**src/rtl/can_header_capture_pkg.sv**
```systemverilog
// Shared types and constants for the CAN header capture stage: field FSM states,
// field lengths, bus levels and the captured-header record.
package can_pkg;

    localparam int BASE_ID_LEN = 11;
    localparam int EXT_ID_LEN  = 18;
    localparam int DLC_LEN     = 4;

    localparam logic DOMINANT  = 1'b0;
    localparam logic RECESSIVE = 1'b1;

    typedef enum logic [3:0] {
        SYNC, IDLE, BASE_ID, RTR_SRR, IDE, EXT_ID, RTR2,
        FDF, RES, R0, BRS, ESI, DLC, HOLD
    } hdr_state_e;

    typedef struct packed {
        logic [28:0] id;
        logic        ide;
        logic        rtr;
        logic        edl;
        logic        brs;
        logic        esi;
        logic [3:0]  dlc;
    } hdr_fields_t;

    // True while the bit stream is inside the stuffed region (SOF .. last DLC bit).
    function automatic logic in_header(hdr_state_e s);
        return !(s inside {SYNC, IDLE, HOLD});
    endfunction

endpackage

```
**src/rtl/can_header_capture_if.sv**
```systemverilog
// Bit-stream input and decoded-header output bundle of can_header_capture.
// The master side drives sample strobes and frame_done; the slave side is the capture block.
interface can_header_capture_if;
    logic        sp;
    logic        rx_bit;
    logic        frame_done;
    logic        hdr_valid;
    logic [28:0] id;
    logic        ide;
    logic        rtr;
    logic        edl;
    logic        brs;
    logic        esi;
    logic [3:0]  dlc;
    logic        busy;
    logic        stuff_err;

    modport master (
        output sp, rx_bit, frame_done,
        input  hdr_valid, id, ide, rtr, edl, brs, esi, dlc, busy, stuff_err
    );

    modport slave (
        input  sp, rx_bit, frame_done,
        output hdr_valid, id, ide, rtr, edl, brs, esi, dlc, busy, stuff_err
    );
endinterface

```
**src/rtl/can_header_capture_destuffer.sv**
```systemverilog
// Bit destuffer: tracks the run of equal bits and hides stuff bits from the field FSM.
// While disabled it sits preloaded as if SOF (one dominant bit) had just been seen.
module can_destuffer
    import can_pkg::*;
#(
    parameter int STUFF_LEN = 5
) (
    input  logic clk,
    input  logic reset_n,
    input  logic sp,
    input  logic rx_bit,
    input  logic enable,
    output logic data_sp,
    output logic data_bit,
    output logic stuff_err
);

    localparam int CNT_W = $clog2(STUFF_LEN + 1);

    logic [CNT_W-1:0] cnt_q, cnt_d;
    logic             last_q, last_d;
    logic             stuff_slot;

    assign stuff_slot = (cnt_q == CNT_W'(STUFF_LEN));
    assign data_bit   = rx_bit;

    // NOTE: every output of this block gets a default first, so no path leaves a latch.
    always_comb begin
        cnt_d     = cnt_q;
        last_d    = last_q;
        data_sp   = 1'b0;
        stuff_err = 1'b0;
        if (!enable) begin
            cnt_d  = CNT_W'(1);
            last_d = DOMINANT;
        end else if (sp) begin
            if (stuff_slot) begin
                if (rx_bit != last_q) begin
                    cnt_d  = CNT_W'(1);
                    last_d = rx_bit;
                end else begin
                    stuff_err = 1'b1;
                end
            end else begin
                data_sp = 1'b1;
                cnt_d   = (rx_bit == last_q) ? cnt_q + CNT_W'(1) : CNT_W'(1);
                last_d  = rx_bit;
            end
        end
    end

    // NOTE: state registers use non-blocking assignments so all flops update together.
    always_ff @(posedge clk or negedge reset_n) begin
        if (!reset_n) begin
            cnt_q  <= CNT_W'(1);
            last_q <= DOMINANT;
        end else begin
            cnt_q  <= cnt_d;
            last_q <= last_d;
        end
    end

endmodule

```
**src/rtl/can_header_capture.sv**
```systemverilog
// CAN header capture: bus-idle sync, SOF detection and the arbitration/control
// field walk for classical and FD frames, base and extended formats.
module can_header_capture
    import can_pkg::*;
#(
    parameter int STUFF_LEN = 5,
    parameter int IDLE_BITS = 11
) (
    input  logic                 clk,
    input  logic                 reset_n,
    can_header_capture_if.slave  bus
);

    localparam int IDLE_W = $clog2(IDLE_BITS + 1);

    hdr_state_e       state_q, state_d;
    logic [4:0]       bit_cnt_q, bit_cnt_d;
    logic [IDLE_W-1:0] idle_cnt_q, idle_cnt_d, idle_inc;
    hdr_fields_t      fld_q, fld_d;
    logic             hdr_valid_q, hdr_valid_d;
    logic             stuff_err_q, stuff_err_d;

    logic data_sp, data_bit, ds_stuff_err;

    can_destuffer #(.STUFF_LEN(STUFF_LEN)) u_destuffer (
        .clk       (clk),
        .reset_n   (reset_n),
        .sp        (bus.sp),
        .rx_bit    (bus.rx_bit),
        .enable    (in_header(state_q)),
        .data_sp   (data_sp),
        .data_bit  (data_bit),
        .stuff_err (ds_stuff_err)
    );

    assign idle_inc = (idle_cnt_q == IDLE_W'(IDLE_BITS)) ? idle_cnt_q : idle_cnt_q + IDLE_W'(1);

    always_comb begin
        state_d     = state_q;
        bit_cnt_d   = bit_cnt_q;
        idle_cnt_d  = idle_cnt_q;
        fld_d       = fld_q;
        hdr_valid_d = 1'b0;
        stuff_err_d = 1'b0;
        unique case (state_q)
            SYNC: begin
                if (bus.sp) begin
                    if (bus.rx_bit == RECESSIVE) begin
                        idle_cnt_d = idle_inc;
                        if (idle_inc == IDLE_W'(IDLE_BITS)) state_d = IDLE;
                    end else begin
                        idle_cnt_d = '0;
                    end
                end
            end
            IDLE: begin
                if (bus.sp && bus.rx_bit == DOMINANT) begin
                    state_d   = BASE_ID;
                    bit_cnt_d = '0;
                    fld_d     = '0;
                end
            end
            // sp is ignored here; only the downstream release moves us on.
            HOLD: begin
                if (bus.frame_done) state_d = IDLE;
            end
            default: begin
                if (ds_stuff_err) begin
                    state_d     = SYNC;
                    idle_cnt_d  = '0;
                    stuff_err_d = 1'b1;
                end else if (data_sp) begin
                    bit_cnt_d = '0;
                    unique case (state_q)
                        BASE_ID: begin
                            fld_d.id[28:18] = {fld_q.id[27:18], data_bit};
                            if (bit_cnt_q == 5'(BASE_ID_LEN - 1)) state_d = RTR_SRR;
                            else bit_cnt_d = bit_cnt_q + 5'd1;
                        end
                        RTR_SRR: begin
                            fld_d.rtr = data_bit;
                            state_d   = IDE;
                        end
                        IDE: begin
                            fld_d.ide = data_bit;
                            state_d   = data_bit ? EXT_ID : FDF;
                        end
                        EXT_ID: begin
                            fld_d.id[17:0] = {fld_q.id[16:0], data_bit};
                            if (bit_cnt_q == 5'(EXT_ID_LEN - 1)) state_d = RTR2;
                            else bit_cnt_d = bit_cnt_q + 5'd1;
                        end
                        RTR2: begin
                            fld_d.rtr = data_bit;
                            state_d   = FDF;
                        end
                        FDF: begin
                            fld_d.edl = data_bit;
                            state_d   = data_bit ? RES : R0;
                        end
                        RES:     state_d = BRS;
                        R0:      state_d = DLC;
                        BRS: begin
                            fld_d.brs = data_bit;
                            state_d   = ESI;
                        end
                        ESI: begin
                            fld_d.esi = data_bit;
                            state_d   = DLC;
                        end
                        DLC: begin
                            fld_d.dlc = {fld_q.dlc[2:0], data_bit};
                            if (bit_cnt_q == 5'(DLC_LEN - 1)) begin
                                state_d     = HOLD;
                                hdr_valid_d = 1'b1;
                            end else begin
                                bit_cnt_d = bit_cnt_q + 5'd1;
                            end
                        end
                        default: ;
                    endcase
                end
            end
        endcase
    end

    always_ff @(posedge clk or negedge reset_n) begin
        if (!reset_n) begin
            state_q     <= SYNC;
            bit_cnt_q   <= '0;
            idle_cnt_q  <= '0;
            fld_q       <= '0;
            hdr_valid_q <= 1'b0;
            stuff_err_q <= 1'b0;
        end else begin
            state_q     <= state_d;
            bit_cnt_q   <= bit_cnt_d;
            idle_cnt_q  <= idle_cnt_d;
            fld_q       <= fld_d;
            hdr_valid_q <= hdr_valid_d;
            stuff_err_q <= stuff_err_d;
        end
    end

    assign bus.hdr_valid = hdr_valid_q;
    assign bus.stuff_err = stuff_err_q;
    assign bus.id        = fld_q.id;
    assign bus.ide       = fld_q.ide;
    assign bus.rtr       = fld_q.rtr;
    assign bus.edl       = fld_q.edl;
    assign bus.brs       = fld_q.brs;
    assign bus.esi       = fld_q.esi;
    assign bus.dlc       = fld_q.dlc;
    assign bus.busy      = !(state_q inside {SYNC, IDLE});

endmodule

```
**src/flat_wrapper.sv**
```systemverilog
// flat-port wrapper written by rule: the top's interface ports become plain ports
module can_header_capture_flat import can_pkg::*;
#(
    parameter int STUFF_LEN = 5,
    parameter int IDLE_BITS = 11
)
  (clk, reset_n, bus_sp, bus_rx_bit, bus_frame_done, bus_hdr_valid, bus_id, bus_ide, bus_rtr, bus_edl, bus_brs, bus_esi, bus_dlc, bus_busy, bus_stuff_err);
  can_header_capture_if bus_i ();
  input  logic clk;
  input  logic reset_n;
  input wire logic [$bits(bus_i.sp)-1:0] bus_sp;
  input wire logic [$bits(bus_i.rx_bit)-1:0] bus_rx_bit;
  input wire logic [$bits(bus_i.frame_done)-1:0] bus_frame_done;
  output wire logic [$bits(bus_i.hdr_valid)-1:0] bus_hdr_valid;
  output wire logic [$bits(bus_i.id)-1:0] bus_id;
  output wire logic [$bits(bus_i.ide)-1:0] bus_ide;
  output wire logic [$bits(bus_i.rtr)-1:0] bus_rtr;
  output wire logic [$bits(bus_i.edl)-1:0] bus_edl;
  output wire logic [$bits(bus_i.brs)-1:0] bus_brs;
  output wire logic [$bits(bus_i.esi)-1:0] bus_esi;
  output wire logic [$bits(bus_i.dlc)-1:0] bus_dlc;
  output wire logic [$bits(bus_i.busy)-1:0] bus_busy;
  output wire logic [$bits(bus_i.stuff_err)-1:0] bus_stuff_err;
  assign bus_i.sp = bus_sp;
  assign bus_i.rx_bit = bus_rx_bit;
  assign bus_i.frame_done = bus_frame_done;
  assign bus_hdr_valid = bus_i.hdr_valid;
  assign bus_id = bus_i.id;
  assign bus_ide = bus_i.ide;
  assign bus_rtr = bus_i.rtr;
  assign bus_edl = bus_i.edl;
  assign bus_brs = bus_i.brs;
  assign bus_esi = bus_i.esi;
  assign bus_dlc = bus_i.dlc;
  assign bus_busy = bus_i.busy;
  assign bus_stuff_err = bus_i.stuff_err;
  can_header_capture #(.STUFF_LEN(STUFF_LEN), .IDLE_BITS(IDLE_BITS)) u_core (.clk(clk), .reset_n(reset_n), .bus(bus_i));
endmodule
```
**config.mk**
```make
export PLATFORM = sky130hd
export DESIGN_NAME = can_header_capture_flat
export DESIGN_NICKNAME = d
export VERILOG_FILES = /design/src/rtl/can_header_capture_pkg.sv /design/src/rtl/can_header_capture_if.sv /design/src/rtl/can_header_capture_destuffer.sv /design/src/rtl/can_header_capture.sv /design/src/flat_wrapper.sv
export SDC_FILE = /design/constraint.sdc
export NUM_CORES = 1
export LEC_CHECK = 0
export ABC_AREA = 0
export CORE_MARGIN = 1
export CORE_UTILIZATION = 56
export CTS_CLUSTER_DIAMETER = 50
export CTS_CLUSTER_SIZE = 24
export DETAILED_ROUTE_END_ITERATION = 8
export DONT_BUFFER_PORTS = 1
export PLACE_DENSITY_LB_ADDON = 0.08
export SLEW_MARGIN = 15
export SYNTH_ARGS = -nofsm -noshare
export SYNTH_HDL_FRONTEND = slang
export SYNTH_SLANG_ARGS = --single-unit
```
**constraint.sdc**
```tcl
create_clock -name clk -period 4.3 [get_ports clk]
set_input_delay 1.075 -clock clk [delete_from_list [all_inputs] [get_ports clk]]
set_output_delay 1.075 -clock clk [all_outputs]
set_load 0.1 [all_outputs]
```
Run 1, register map, names as in the netlist:
Scale: 8 px per um. Other sequential cells in the stronger gray, the rest of the logic in the fainter gray.
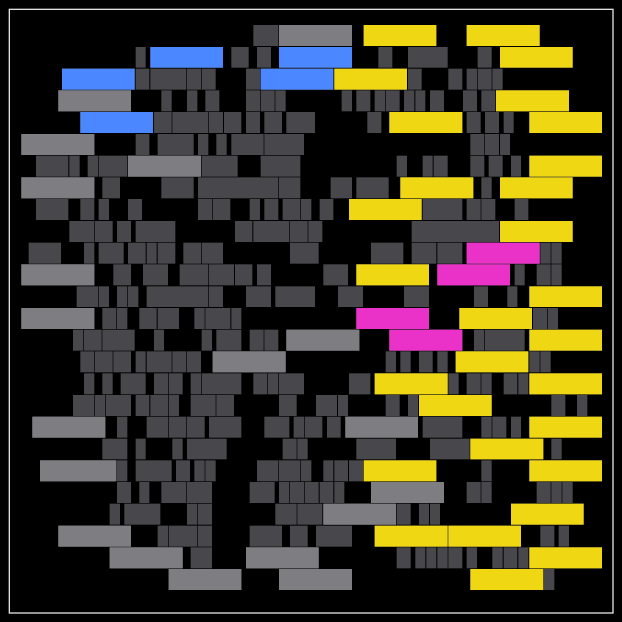
legend:
  u_core.bus.dlc:
    color: magenta
    flops: 4
    where: middle right
  u_core.bus.id:
    color: yellow
    flops: 29
  u_core.bit_cnt_q:
    color: blue
    flops: 5
not colored: 19
FF/Latch Area: 1430 sq um
flop share of the area: 44.2%

Run 1, M3 wires:
Scale: 4 px per um.
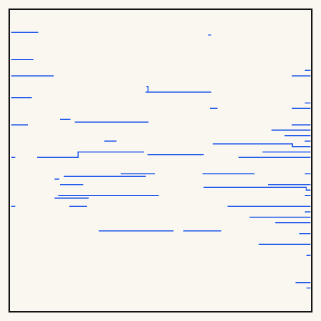
share of all routed wire: 7.1%
nets with wire on the layer: 40
wire length on this layer: 420 um
main direction: horizontal
GR Util met3: 8.43%
via count: 2330
routed wire length: 5880 um

==> results.cfg, run 1 <==
; yosys + openroad results
[power]
max-vdd-ir-drop_mv = 0.490
p_leak_nw = 1.42
power_frac_seq_pct = 55.9
power_clock_mw = 0.511
maxPowerGroup = sequential cells
p_comb_share_pct = 25.2
switchingPower_mw = 1.45

[timing]
fin_crit_sh_pct = 68.2
fin_setup_tns_ns = 0
clock.fmax_mhz = 341
tightest_slew_ns = 0.984
period_minus_slack_ns = 2.93
rsz0062_at_grt = false

[logic_synthesis]
numSynthFlops = 57
synth.logic.top_family = simple AND/OR/NAND/NOR gates
top_cell_area_share_pct = 46.6
ys_types = 59
yosys.area.top_type = dfrtp_1
ys.flop_type = dfrtp_1
top_cells_by_count = 63 x nand2_1, 56 x dfrtp_1, 27 x o21ai_0
simple_gate_area_share_pct = 23.1
adder_share_pct = 2.50
edf_count = 0
synthArstFlopShare_pct = 100

[detailed_routing]
route.detailed.drc = 0
ant_nets = 0
met1Wirelength_um = 2760
route.met3.wl_um = 419
vias_per_cell = 5.85

[worst_setup_path]
reg2reg_slack_ns = 1.55
startpoint = u_core.state_q[1]
worstReg2RegEnd = u_core.bus.id[18]

[floorplanning]
io_pins = 46
die_w_um = 75.3
die_area_sq_um = 5670
fp_util_pct = 58.5

[final_layout]
buf_share_pct = 0.698
largest_reg_flops = 29
fin_cells = 398
design.seq.count = 57

[placement]
dpl_worst_slack_ns = 1.50

[status]
status = complete, no violations

[global_route]
met2_usage_pct = 33.7
use_met1_pct = 29.9

[cts]
htreeDepth = 3

[hold_path]
min_path_type = in2async
Run 1, placement by cell class:
Scale: 4 px per um.
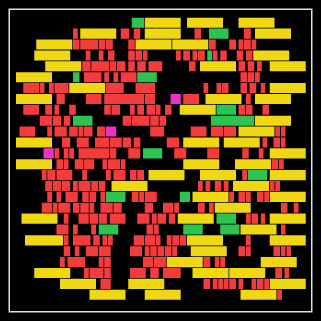
legend:
  clock drivers and dummy loads:
    color: green
    cells: 16
    share_of_their_area: 6.6%
  registers:
    color: yellow
    cells: 57
    share_of_their_area: 45%
  remaining buffers and delay cells:
    color: magenta
    cells: 3
    share_of_their_area: 0.72%
  remaining logic cells:
    color: red
    cells: 252
    share_of_their_area: 47%
Core Area: 5140 sq um
Std-Cell Rows: 26

==> run 2: changes to the inputs <==
==> constraint.sdc (replaced) <==
create_clock -name clk -period 3 [get_ports clk]
set_input_delay 0.75 -clock clk [delete_from_list [all_inputs] [get_ports clk]]
set_output_delay 0.75 -clock clk [all_outputs]
set_load 0.1 [all_outputs]
==> results.cfg, run 2 <==
; yosys + openroad results
[status]
status = complete, no violations

[floorplanning]
fp_util_pct = 58.5
die_w_um = 75.3
coreArea_sq_um = 5140
die_area_sq_um = 5670

[cts]
htreeDepth = 3

[logic_synthesis]
top_cells_by_count = 63 x nand2_1, 56 x dfrtp_1, 27 x o21ai_0
edf_count = 0
top_cell_area_share_pct = 46.6
synth.logic.top_family = simple AND/OR/NAND/NOR gates
ys_types = 59
adder_share_pct = 2.50
yosys.area.top_type = dfrtp_1
simple_gate_area_share_pct = 23.1

[detailed_routing]
met1Wirelength_um = 2910
ant_nets = 0
vias_per_cell = 5.93
route.detailed.drc = 0

[timing]
rsz0062_at_grt = false
clock.fmax_mhz = 406
fin_setup_tns_ns = 0
tightest_slew_ns = 0.958

[final_layout]
flop_area_sq_um = 1430
design.seq.count = 57
buf_share_pct = 2.06

[power]
p_leak_nw = 1.45
p_comb_share_pct = 28.0
maxPowerGroup = sequential cells
max-vdd-ir-drop_mv = 0.669
switchingPower_mw = 2.10

[hold_path]
min_path_type = in2async

[worst_setup_path]
worstReg2RegEnd = u_core.bus.ide
reg2reg_slack_ns = 0.61

[placement]
dpl_worst_slack_ns = 0.637
Run 2, placement by cell class:
Scale: 4 px per um.
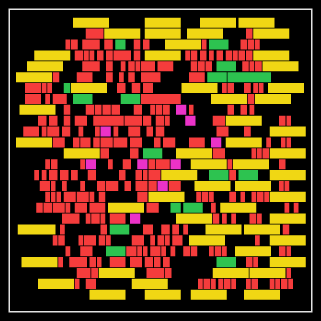
legend:
  remaining buffers and delay cells:
    color: magenta
    cells: 9
    share_of_their_area: 2.1%
  remaining logic cells:
    color: red
    cells: 252
    share_of_their_area: 46%
  registers:
    color: yellow
    cells: 57
    share_of_their_area: 45%
  clock drivers and dummy loads:
    color: green
    cells: 16
    share_of_their_area: 6.7%
Finished Cell Area: 3280 sq um
Layout Utilization: 63.9%
flop share of the area: 43.5%

Run 2, signal wires by layer:
Scale: 4 px per um. Two of the layers only.
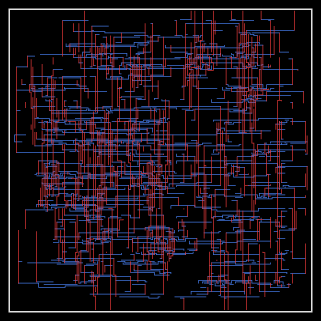
legend:
  M2:
    color: red
    wire_length: 2800 um
  M1:
    color: blue
    wire_length: 2910 um
DR WL/cell: 15.4 um
via count: 2394
Total GRT Usage: 23.7%

Run 2, register map, names as in the netlist:
Scale: 8 px per um. Other sequential cells in the stronger gray, the rest of the logic in the fainter gray.
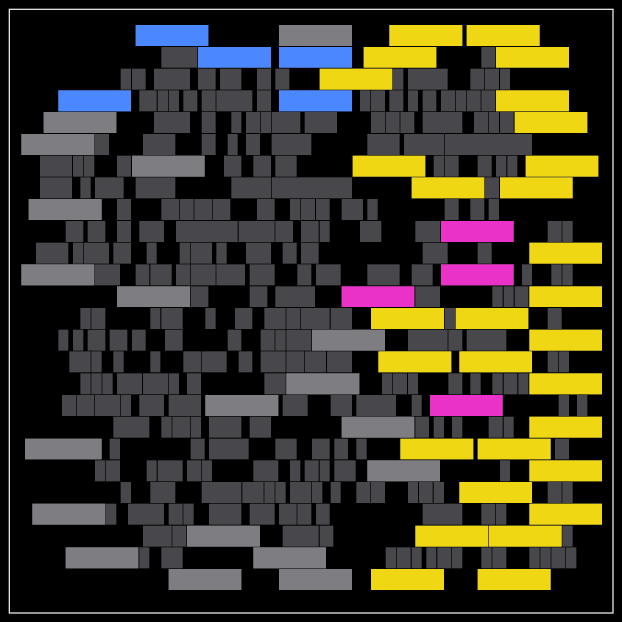
legend:
  u_core.bit_cnt_q:
    color: blue
    flops: 5
  u_core.bus.id:
    color: yellow
    flops: 29
  u_core.bus.dlc:
    color: magenta
    flops: 4
    where: middle right
not colored: 19
Seq group: 2.09 mW

==> run 3: changes to the inputs <==
==> constraint.sdc (replaced) <==
create_clock -name clk -period 2.3 [get_ports clk]
set_input_delay 0.575 -clock clk [delete_from_list [all_inputs] [get_ports clk]]
set_output_delay 0.575 -clock clk [all_outputs]
set_load 0.1 [all_outputs]
==> results.cfg, run 3 <==
; yosys + openroad results
[status]
status = complete, no violations

[logic_synthesis]
adder_share_pct = 2.50
yosys.area.top_type = dfrtp_1
numSynthFlops = 57
top_cell_area_share_pct = 46.6
ys_types = 59
synthArstFlopShare_pct = 100
simple_gate_area_share_pct = 23.1
ys_warn_count = 0
synth.logic.top_family = simple AND/OR/NAND/NOR gates

[detailed_routing]
vias_per_cell = 5.66
route.met3.wl_um = 411
met1Wirelength_um = 3120
ant_nets = 0
route.detailed.drc = 0

[power]
p_comb_share_pct = 47.0
power.density_nw_per_um2 = 1520
maxPowerGroup = combinational cells
max-vdd-ir-drop_mv = 0.992
p_leak_nw = 1.71
power_clock_mw = 1.08
switchingPower_mw = 2.82
p_int_mw = 2.75
power_frac_seq_pct = 33.5

[timing]
tightest_slew_ns = 0.950
whs_ns = 0.0746
rsz0062_at_grt = false
period_minus_slack_ns = 2.19
fin_crit_sh_pct = 95.3
clock.fmax_mhz = 456

[placement]
dpl_worst_slack_ns = 0.147

[final_layout]
flop_area_sq_um = 1430
fin_area_sq_um = 3670
largest_reg_flops = 29
buf_share_pct = 11.8

[hold_path]
min_path_type = in2async

[global_route]
use_met1_pct = 34.3
grt_pass1_vias = 2136
met2_usage_pct = 38.6
grt_use_met3_pct = 8.03

[cts]
htreeDepth = 3

[floorplanning]
die_w_um = 75.3
die_area_sq_um = 5670
io_pins = 46
rows = 26
fp_util_pct = 58.5

[worst_setup_path]
worstReg2RegEnd = u_core.state_q[1]
reg2reg_slack_ns = 0.12
startpoint = u_core.state_q[1]
Run 3, cell outlines without signal wires:
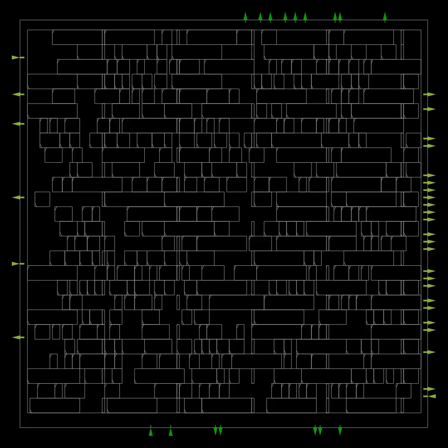
Seq cells: 57
flop share of the area: 38.9%
Fill cells: 401
n_taps: 70
Layout Cells excl Fill: 449

Run 3, signal wires by layer:
Scale: 4 px per um. Two of the layers only.
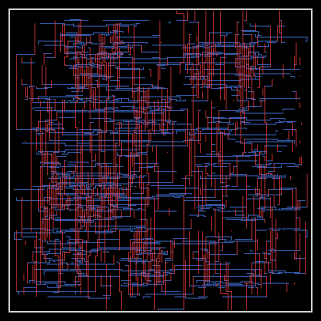
legend:
  M2:
    color: red
    wire_length: 3090 um
  M1:
    color: blue
    wire_length: 3120 um
via count: 2543
Total GRT Usage: 25.4%
DR WL/cell: 14.9 um
routed wire length: 6700 um

Run 3, register map, names as in the netlist:
Scale: 8 px per um. Other sequential cells in the stronger gray, the rest of the logic in the fainter gray.
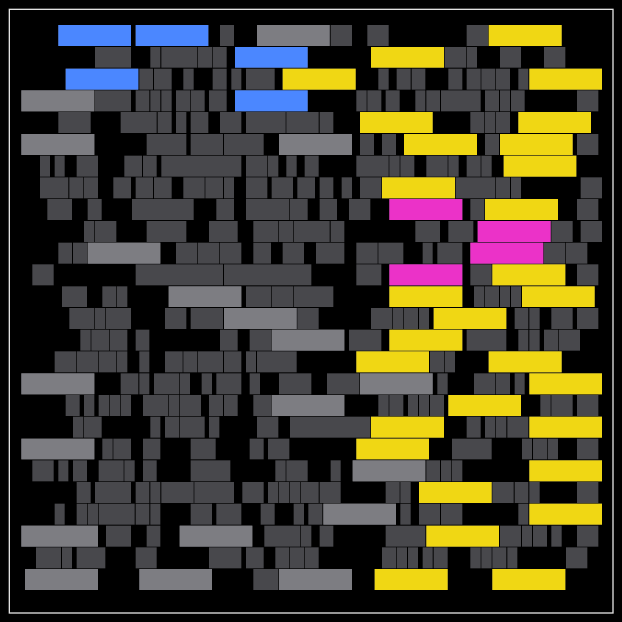
legend:
  u_core.bus.dlc:
    color: magenta
    flops: 4
    where: middle right
  u_core.bus.id:
    color: yellow
    flops: 29
  u_core.bit_cnt_q:
    color: blue
    flops: 5
not colored: 19
Seq group: 1.87 mW
Layout Utilization: 71.3%

No activity file was given, so power comes from the tool's default toggle rates.
